### src/rtl/tc_pl_acp_wr_if.sv
// Signal bundle between the capture engine requester, the write-request
// receiver and the PS ACP write channels (AW/W/B).
`timescale 1ns/1ps
interface tc_pl_acp_wr_if;
  // Requester side
  logic        acp0_tx_en;
  logic        acp0_tx_rdy;
  logic [31:0] acp0_tx_awaddr;
  logic [2:0]  acp0_tx_awid;
  logic        acp0_tx_wdreq;
  logic [63:0] acp0_tx_wdata;
  // AXI3 write address channel
  logic [31:0] m_axi_awaddr;
  logic [2:0]  m_axi_awid;
  logic [3:0]  m_axi_awlen;
  logic [2:0]  m_axi_awsize;
  logic [1:0]  m_axi_awburst;
  logic [3:0]  m_axi_awcache;
  logic        m_axi_awvalid;
  logic        m_axi_awready;
  // AXI3 write data channel
  logic [63:0] m_axi_wdata;
  logic [2:0]  m_axi_wid;
  logic [7:0]  m_axi_wstrb;
  logic        m_axi_wlast;
  logic        m_axi_wvalid;
  logic        m_axi_wready;
  // AXI3 write response channel
  logic [1:0]  m_axi_bresp;
  logic        m_axi_bvalid;
  logic        m_axi_bready;
  // Status
  logic        wr_done;
  logic [15:0] err_cnt;

  modport master (
    input  acp0_tx_en, acp0_tx_awaddr, acp0_tx_awid, acp0_tx_wdata,
    input  m_axi_awready, m_axi_wready, m_axi_bresp, m_axi_bvalid,
    output acp0_tx_rdy, acp0_tx_wdreq,
    output m_axi_awaddr, m_axi_awid, m_axi_awlen, m_axi_awsize, m_axi_awburst,
    output m_axi_awcache, m_axi_awvalid,
    output m_axi_wdata, m_axi_wid, m_axi_wstrb, m_axi_wlast, m_axi_wvalid,
    output m_axi_bready, wr_done, err_cnt
  );

  modport slave (
    output acp0_tx_en, acp0_tx_awaddr, acp0_tx_awid, acp0_tx_wdata,
    output m_axi_awready, m_axi_wready, m_axi_bresp, m_axi_bvalid,
    input  acp0_tx_rdy, acp0_tx_wdreq,
    input  m_axi_awaddr, m_axi_awid, m_axi_awlen, m_axi_awsize, m_axi_awburst,
    input  m_axi_awcache, m_axi_awvalid,
    input  m_axi_wdata, m_axi_wid, m_axi_wstrb, m_axi_wlast, m_axi_wvalid,
    input  m_axi_bready, wr_done, err_cnt
  );
endinterface

### src/rtl/tc_pl_acp_wr.sv
// ACP write-request receiver: accepts one burst request, pulls BURST_LEN
// 64-bit beats from the requester into a local buffer, then replays them as
// a single AXI3 INCR write and counts non-OKAY responses.
`timescale 1ns/1ps
module tc_pl_acp_wr #(
  parameter int         BURST_LEN = 8,
  parameter logic [3:0] AWCACHE   = 4'b1111
) (
  input  logic           clk125,
  input  logic           rst_n,
  tc_pl_acp_wr_if.master bus
);

  typedef enum logic [2:0] {IDLE, FETCH, AW, WDATA, BRESP} state_t;

  localparam logic [4:0] LEN_C  = 5'(BURST_LEN);
  localparam logic [3:0] LAST_C = 4'(BURST_LEN - 1);

  state_t      state_q, state_d;

  // Beat bookkeeping
  logic [4:0]  req_cnt_q, req_cnt_d;   // wdreq pulses issued so far
  logic        cap_en_q;               // wdata valid this cycle
  logic [3:0]  cap_idx_q, cap_idx_d;   // next buffer slot to fill
  logic [3:0]  w_idx_q, w_idx_d;       // beat currently on W
  logic [63:0] beat_q [16];

  // Registered outputs
  logic        rdy_q, rdy_d;
  logic        wdreq_q, wdreq_d;
  logic        awvalid_q, awvalid_d;
  logic        wvalid_q, wvalid_d;
  logic        wlast_q, wlast_d;
  logic        bready_q, bready_d;
  logic        done_q, done_d;
  logic [15:0] err_q, err_d;
  logic [31:0] addr_q, addr_d;
  logic [2:0]  id_q, id_d;
  logic [3:0]  awlen_q, awlen_d;
  logic [2:0]  awsize_q, awsize_d;
  logic [1:0]  awburst_q, awburst_d;
  logic [3:0]  awcache_q, awcache_d;
  logic [63:0] wdata_q, wdata_d;
  logic [7:0]  wstrb_q, wstrb_d;

  logic        accept, aw_hs, w_hs, b_hs;

  function automatic logic [15:0] sat_inc(input logic [15:0] v);
    return (v == 16'hFFFF) ? v : v + 16'd1;
  endfunction

  assign accept = bus.acp0_tx_en & rdy_q;
  assign aw_hs  = awvalid_q & bus.m_axi_awready;
  assign w_hs   = wvalid_q & bus.m_axi_wready;
  assign b_hs   = bready_q & bus.m_axi_bvalid;

  // State register
  always_ff @(posedge clk125 or negedge rst_n) begin
    if (!rst_n) state_q <= IDLE;
    else        state_q <= state_d;
  end

  // Next-state logic
  always_comb begin
    state_d = state_q;
    case (state_q)
      IDLE:    if (accept) state_d = FETCH;
      FETCH:   if (cap_en_q && cap_idx_q == LAST_C) state_d = AW;
      AW:      if (aw_hs) state_d = WDATA;
      WDATA:   if (w_hs && w_idx_q == LAST_C) state_d = BRESP;
      BRESP:   if (b_hs) state_d = IDLE;
      default: state_d = IDLE;
    endcase
  end

  // Next values of the registered outputs and beat counters
  always_comb begin
    rdy_d     = rdy_q;
    wdreq_d   = 1'b0;
    awvalid_d = awvalid_q;
    wvalid_d  = wvalid_q;
    wlast_d   = wlast_q;
    bready_d  = bready_q;
    done_d    = 1'b0;
    err_d     = err_q;
    addr_d    = addr_q;
    id_d      = id_q;
    awlen_d   = awlen_q;
    awsize_d  = awsize_q;
    awburst_d = awburst_q;
    awcache_d = awcache_q;
    wdata_d   = wdata_q;
    wstrb_d   = wstrb_q;
    req_cnt_d = req_cnt_q;
    cap_idx_d = cap_idx_q;
    w_idx_d   = w_idx_q;
    case (state_q)
      IDLE: begin
        if (accept) begin
          rdy_d     = 1'b0;
          wdreq_d   = 1'b1;
          req_cnt_d = 5'd1;
          cap_idx_d = 4'd0;
          addr_d    = bus.acp0_tx_awaddr;
          id_d      = bus.acp0_tx_awid;
          awlen_d   = LAST_C;
          awsize_d  = 3'd3;
          awburst_d = 2'b01;
          awcache_d = AWCACHE;
          wstrb_d   = 8'hFF;
        end
      end
      FETCH: begin
        if (req_cnt_q < LEN_C) begin
          wdreq_d   = 1'b1;
          req_cnt_d = req_cnt_q + 5'd1;
        end
        if (cap_en_q) cap_idx_d = cap_idx_q + 4'd1;
        if (cap_en_q && cap_idx_q == LAST_C) awvalid_d = 1'b1;
      end
      AW: begin
        if (aw_hs) begin
          awvalid_d = 1'b0;
          wvalid_d  = 1'b1;
          wdata_d   = beat_q[0];
          wlast_d   = (LAST_C == 4'd0);
          w_idx_d   = 4'd0;
        end
      end
      WDATA: begin
        if (w_hs) begin
          if (w_idx_q == LAST_C) begin
            wvalid_d = 1'b0;
            wlast_d  = 1'b0;
            bready_d = 1'b1;
          end else begin
            w_idx_d = w_idx_q + 4'd1;
            wdata_d = beat_q[w_idx_q + 4'd1];
            wlast_d = ((w_idx_q + 4'd1) == LAST_C);
          end
        end
      end
      BRESP: begin
        if (b_hs) begin
          bready_d = 1'b0;
          done_d   = 1'b1;
          rdy_d    = 1'b1;
          if (bus.m_axi_bresp != 2'b00) err_d = sat_inc(err_q);
        end
      end
      default: ;
    endcase
  end

  // Output and counter registers; a reset drops any partial burst
  always_ff @(posedge clk125 or negedge rst_n) begin
    if (!rst_n) begin
      rdy_q     <= 1'b1;
      wdreq_q   <= 1'b0;
      awvalid_q <= 1'b0;
      wvalid_q  <= 1'b0;
      wlast_q   <= 1'b0;
      bready_q  <= 1'b0;
      done_q    <= 1'b0;
      err_q     <= 16'd0;
      addr_q    <= 32'd0;
      id_q      <= 3'd0;
      awlen_q   <= 4'd0;
      awsize_q  <= 3'd0;
      awburst_q <= 2'd0;
      awcache_q <= 4'd0;
      wdata_q   <= 64'd0;
      wstrb_q   <= 8'd0;
      req_cnt_q <= 5'd0;
      cap_en_q  <= 1'b0;
      cap_idx_q <= 4'd0;
      w_idx_q   <= 4'd0;
    end else begin
      rdy_q     <= rdy_d;
      wdreq_q   <= wdreq_d;
      awvalid_q <= awvalid_d;
      wvalid_q  <= wvalid_d;
      wlast_q   <= wlast_d;
      bready_q  <= bready_d;
      done_q    <= done_d;
      err_q     <= err_d;
      addr_q    <= addr_d;
      id_q      <= id_d;
      awlen_q   <= awlen_d;
      awsize_q  <= awsize_d;
      awburst_q <= awburst_d;
      awcache_q <= awcache_d;
      wdata_q   <= wdata_d;
      wstrb_q   <= wstrb_d;
      req_cnt_q <= req_cnt_d;
      cap_en_q  <= wdreq_q;
      cap_idx_q <= cap_idx_d;
      w_idx_q   <= w_idx_d;
    end
  end

  // Beat buffer: requester data arrives one cycle after its wdreq
  always_ff @(posedge clk125) begin
    if (cap_en_q) beat_q[cap_idx_q] <= bus.acp0_tx_wdata;
  end

  assign bus.acp0_tx_rdy   = rdy_q;
  assign bus.acp0_tx_wdreq = wdreq_q;
  assign bus.m_axi_awaddr  = addr_q;
  assign bus.m_axi_awid    = id_q;
  assign bus.m_axi_awlen   = awlen_q;
  assign bus.m_axi_awsize  = awsize_q;
  assign bus.m_axi_awburst = awburst_q;
  assign bus.m_axi_awcache = awcache_q;
  assign bus.m_axi_awvalid = awvalid_q;
  assign bus.m_axi_wdata   = wdata_q;
  assign bus.m_axi_wid     = id_q;
  assign bus.m_axi_wstrb   = wstrb_q;
  assign bus.m_axi_wlast   = wlast_q;
  assign bus.m_axi_wvalid  = wvalid_q;
  assign bus.m_axi_bready  = bready_q;
  assign bus.wr_done       = done_q;
  assign bus.err_cnt       = err_q;

endmodule

### src/flat_wrapper.sv
// flat-port wrapper written by rule: the top's interface ports become plain ports
module tc_pl_acp_wr_flat 
#(
  parameter int         BURST_LEN = 8,
  parameter logic [3:0] AWCACHE   = 4'b1111
)
  (clk125, rst_n, bus_acp0_tx_en, bus_acp0_tx_awaddr, bus_acp0_tx_awid, bus_acp0_tx_wdata, bus_m_axi_awready, bus_m_axi_wready, bus_m_axi_bresp, bus_m_axi_bvalid, bus_acp0_tx_rdy, bus_acp0_tx_wdreq, bus_m_axi_awaddr, bus_m_axi_awid, bus_m_axi_awlen, bus_m_axi_awsize, bus_m_axi_awburst, bus_m_axi_awcache, bus_m_axi_awvalid, bus_m_axi_wdata, bus_m_axi_wid, bus_m_axi_wstrb, bus_m_axi_wlast, bus_m_axi_wvalid, bus_m_axi_bready, bus_wr_done, bus_err_cnt);
  tc_pl_acp_wr_if bus_i ();
  input  logic clk125;
  input  logic rst_n;
  input wire logic [$bits(bus_i.acp0_tx_en)-1:0] bus_acp0_tx_en;
  input wire logic [$bits(bus_i.acp0_tx_awaddr)-1:0] bus_acp0_tx_awaddr;
  input wire logic [$bits(bus_i.acp0_tx_awid)-1:0] bus_acp0_tx_awid;
  input wire logic [$bits(bus_i.acp0_tx_wdata)-1:0] bus_acp0_tx_wdata;
  input wire logic [$bits(bus_i.m_axi_awready)-1:0] bus_m_axi_awready;
  input wire logic [$bits(bus_i.m_axi_wready)-1:0] bus_m_axi_wready;
  input wire logic [$bits(bus_i.m_axi_bresp)-1:0] bus_m_axi_bresp;
  input wire logic [$bits(bus_i.m_axi_bvalid)-1:0] bus_m_axi_bvalid;
  output wire logic [$bits(bus_i.acp0_tx_rdy)-1:0] bus_acp0_tx_rdy;
  output wire logic [$bits(bus_i.acp0_tx_wdreq)-1:0] bus_acp0_tx_wdreq;
  output wire logic [$bits(bus_i.m_axi_awaddr)-1:0] bus_m_axi_awaddr;
  output wire logic [$bits(bus_i.m_axi_awid)-1:0] bus_m_axi_awid;
  output wire logic [$bits(bus_i.m_axi_awlen)-1:0] bus_m_axi_awlen;
  output wire logic [$bits(bus_i.m_axi_awsize)-1:0] bus_m_axi_awsize;
  output wire logic [$bits(bus_i.m_axi_awburst)-1:0] bus_m_axi_awburst;
  output wire logic [$bits(bus_i.m_axi_awcache)-1:0] bus_m_axi_awcache;
  output wire logic [$bits(bus_i.m_axi_awvalid)-1:0] bus_m_axi_awvalid;
  output wire logic [$bits(bus_i.m_axi_wdata)-1:0] bus_m_axi_wdata;
  output wire logic [$bits(bus_i.m_axi_wid)-1:0] bus_m_axi_wid;
  output wire logic [$bits(bus_i.m_axi_wstrb)-1:0] bus_m_axi_wstrb;
  output wire logic [$bits(bus_i.m_axi_wlast)-1:0] bus_m_axi_wlast;
  output wire logic [$bits(bus_i.m_axi_wvalid)-1:0] bus_m_axi_wvalid;
  output wire logic [$bits(bus_i.m_axi_bready)-1:0] bus_m_axi_bready;
  output wire logic [$bits(bus_i.wr_done)-1:0] bus_wr_done;
  output wire logic [$bits(bus_i.err_cnt)-1:0] bus_err_cnt;
  assign bus_i.acp0_tx_en = bus_acp0_tx_en;
  assign bus_i.acp0_tx_awaddr = bus_acp0_tx_awaddr;
  assign bus_i.acp0_tx_awid = bus_acp0_tx_awid;
  assign bus_i.acp0_tx_wdata = bus_acp0_tx_wdata;
  assign bus_i.m_axi_awready = bus_m_axi_awready;
  assign bus_i.m_axi_wready = bus_m_axi_wready;
  assign bus_i.m_axi_bresp = bus_m_axi_bresp;
  assign bus_i.m_axi_bvalid = bus_m_axi_bvalid;
  assign bus_acp0_tx_rdy = bus_i.acp0_tx_rdy;
  assign bus_acp0_tx_wdreq = bus_i.acp0_tx_wdreq;
  assign bus_m_axi_awaddr = bus_i.m_axi_awaddr;
  assign bus_m_axi_awid = bus_i.m_axi_awid;
  assign bus_m_axi_awlen = bus_i.m_axi_awlen;
  assign bus_m_axi_awsize = bus_i.m_axi_awsize;
  assign bus_m_axi_awburst = bus_i.m_axi_awburst;
  assign bus_m_axi_awcache = bus_i.m_axi_awcache;
  assign bus_m_axi_awvalid = bus_i.m_axi_awvalid;
  assign bus_m_axi_wdata = bus_i.m_axi_wdata;
  assign bus_m_axi_wid = bus_i.m_axi_wid;
  assign bus_m_axi_wstrb = bus_i.m_axi_wstrb;
  assign bus_m_axi_wlast = bus_i.m_axi_wlast;
  assign bus_m_axi_wvalid = bus_i.m_axi_wvalid;
  assign bus_m_axi_bready = bus_i.m_axi_bready;
  assign bus_wr_done = bus_i.wr_done;
  assign bus_err_cnt = bus_i.err_cnt;
  tc_pl_acp_wr #(.BURST_LEN(BURST_LEN), .AWCACHE(AWCACHE)) u_core (.clk125(clk125), .rst_n(rst_n), .bus(bus_i));
endmodule
### config.mk
export PLATFORM = sky130hd
export DESIGN_NAME = tc_pl_acp_wr_flat
export DESIGN_NICKNAME = d
export VERILOG_FILES = /design/src/rtl/tc_pl_acp_wr_if.sv /design/src/rtl/tc_pl_acp_wr.sv /design/src/flat_wrapper.sv
export SDC_FILE = /design/constraint.sdc
export NUM_CORES = 1
export LEC_CHECK = 0
export CAP_MARGIN = 20
export CELL_PAD_IN_SITES_DETAIL_PLACEMENT = 0
export CELL_PAD_IN_SITES_GLOBAL_PLACEMENT = 1
export CORE_MARGIN = 3
export CORE_UTILIZATION = 52
export DETAILED_ROUTE_END_ITERATION = 6
export PLACE_DENSITY = 0.88
export SYNTH_ARGS = -nofsm -noshare
export SYNTH_HDL_FRONTEND = slang
export SYNTH_SLANG_ARGS = --single-unit
### constraint.sdc
create_clock -name clk125 -period 6.7 [get_ports clk125]
set_input_delay 1.34 -clock clk125 [delete_from_list [all_inputs] [get_ports clk125]]
set_output_delay 1.34 -clock clk125 [all_outputs]
set_load 0.02 [all_outputs]
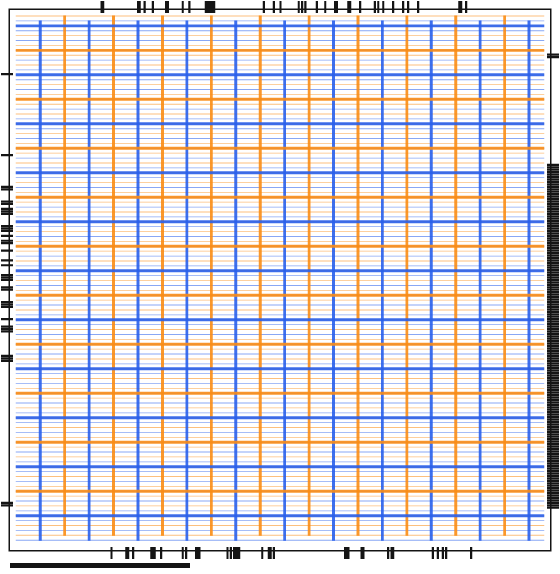
*Supply network*
Bar = 100 microns. Pins as bars on the die edge.
Key: orange = VDD; blue = VSS
108 met1 rails follow the rows. The core has 107 rows. 253 signal pins sit on the boundary.
Peak VDD IR: 223 uV
die extent in y: 300 microns
die width: 300 microns

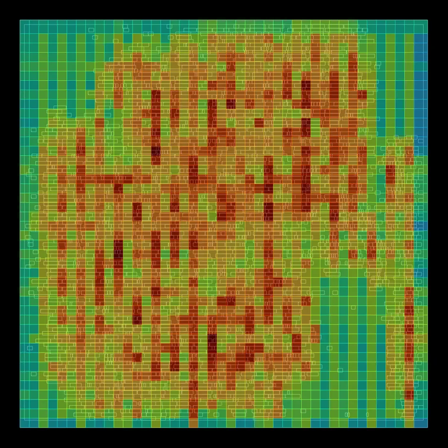
*Congestion heat map*
met1 GRT Util: 0.322
gr usage total: 0.239
final cell utilization of the core: 0.613
WL/cell: 28.2 microns

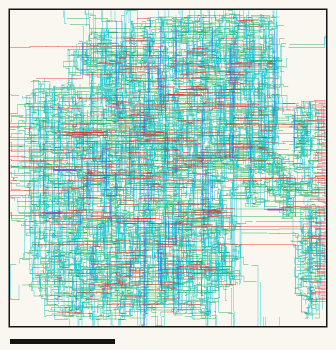
*Routed metal, one colour a layer*
Bar = 100 microns.
Key: red = metal 3 [wire length 10800 microns]; green = metal 1 [wire length 40.1 mm]; purple = metal 5 [wire length 47.8 microns]; cyan = metal 2 [wire length 53.3 mm]; blue = metal 4 [wire length 2780 microns]

==> summary.txt <==
run metrics: outcome completed, Setup TNS Final 0 ns, Max clock buf depth 3, clock buf count 139, CTS H-Tree Depth 3, Adder-Cell Fraction of Synth Area 0.00223, number of global-route vias before repair 24300, DR DRC count 0, logic area 9910 sq um, Diodes inserted 11, RSZ-0062 raised after global routing no, NonClk Buf Share 0.0543, area leader, netlist edfxtp_1, drt total wl 107 mm, First DRT Iteration DRCs 2799, clock network area share 0.0735, xor and xnor area share after synthesis 0.00424, FF-to-FF path depth 8, P per Cell Area 278 nW/um^2, dpl cells 3575, vias per cell 6.20, dpl cell area 48500 sq um, end of the critical path bus_m_axi_awcache[1], first-pass GRT wire length 159 mm, clk sink count 1164, met3 WL post-DR 10.8 mm, critical path endpoint category output port, fp_density 0.526, mux frac, synth 0.138, Post-CTS Hold Fix Bufs 0, chip area 89900 sq um, final std cells w/o fill 3793, aoi share 0.0365, core footprint 85400 sq um, Clock Skew 0.0696 ns, Total Power 14.5 mW
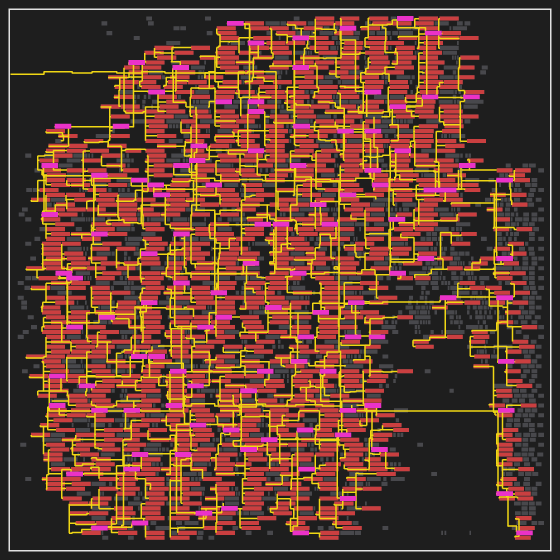
*Clock wires, drivers and flops*
Key: yellow = clock wires [length 12100 microns]; magenta = clock drivers [count 110]; red = flip-flops [count 1164]
Position of the flops: widely spread.

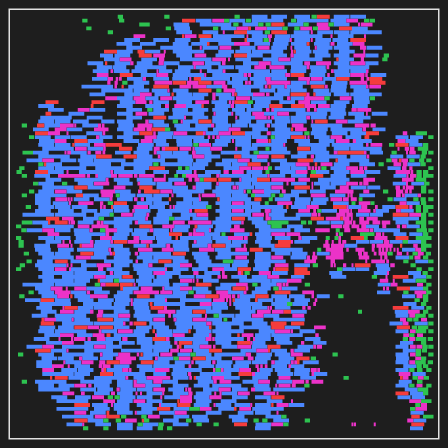
*Cell classes on the final placement*
Key: red = clock drivers and dummy loads [cells 206, share of their area 7.6%]; magenta = combinational and other logic [cells 982, share of their area 20%]; green = remaining buffers and delay cells [cells 286, share of their area 5.6%]; blue = sequential cells [cells 1164, share of their area 67%]
# rows: 107
Design Area, Final: 52400 sq um

-- sequential cells by signal, indices dropped and copies added, names as in the netlist, 3 cells and up --
name                     flops
u_core.beat_q             1024
u_core.bus.m_axi_wdata      64
u_core.bus.m_axi_awaddr     32
u_core.bus.err_cnt          16
u_core.req_cnt_q             5
u_core.cap_idx_q             4
u_core.w_idx_q               4
u_core.bus.m_axi_awid        3
u_core.state_q               3
-- worst register-to-register path, cell delays in order, from the launching register on --
cell	delay [ns]
dfrtp_4	0.76
inv_1	0.16
ha_4	0.68
buf_12	0.50
mux4_2	0.65
nor2_1	0.12
nor2_1	0.09
o22ai_1	0.20
o21ai_1	0.10
-- power breakdown --
group	total [mW]	switching, mW	internal (mW)
sequential	7.89	0	7.89
combinational	0.164	0.109	0.0553
clock	6.48	2.72	3.76
Power is estimated from default activity; no workload was simulated.
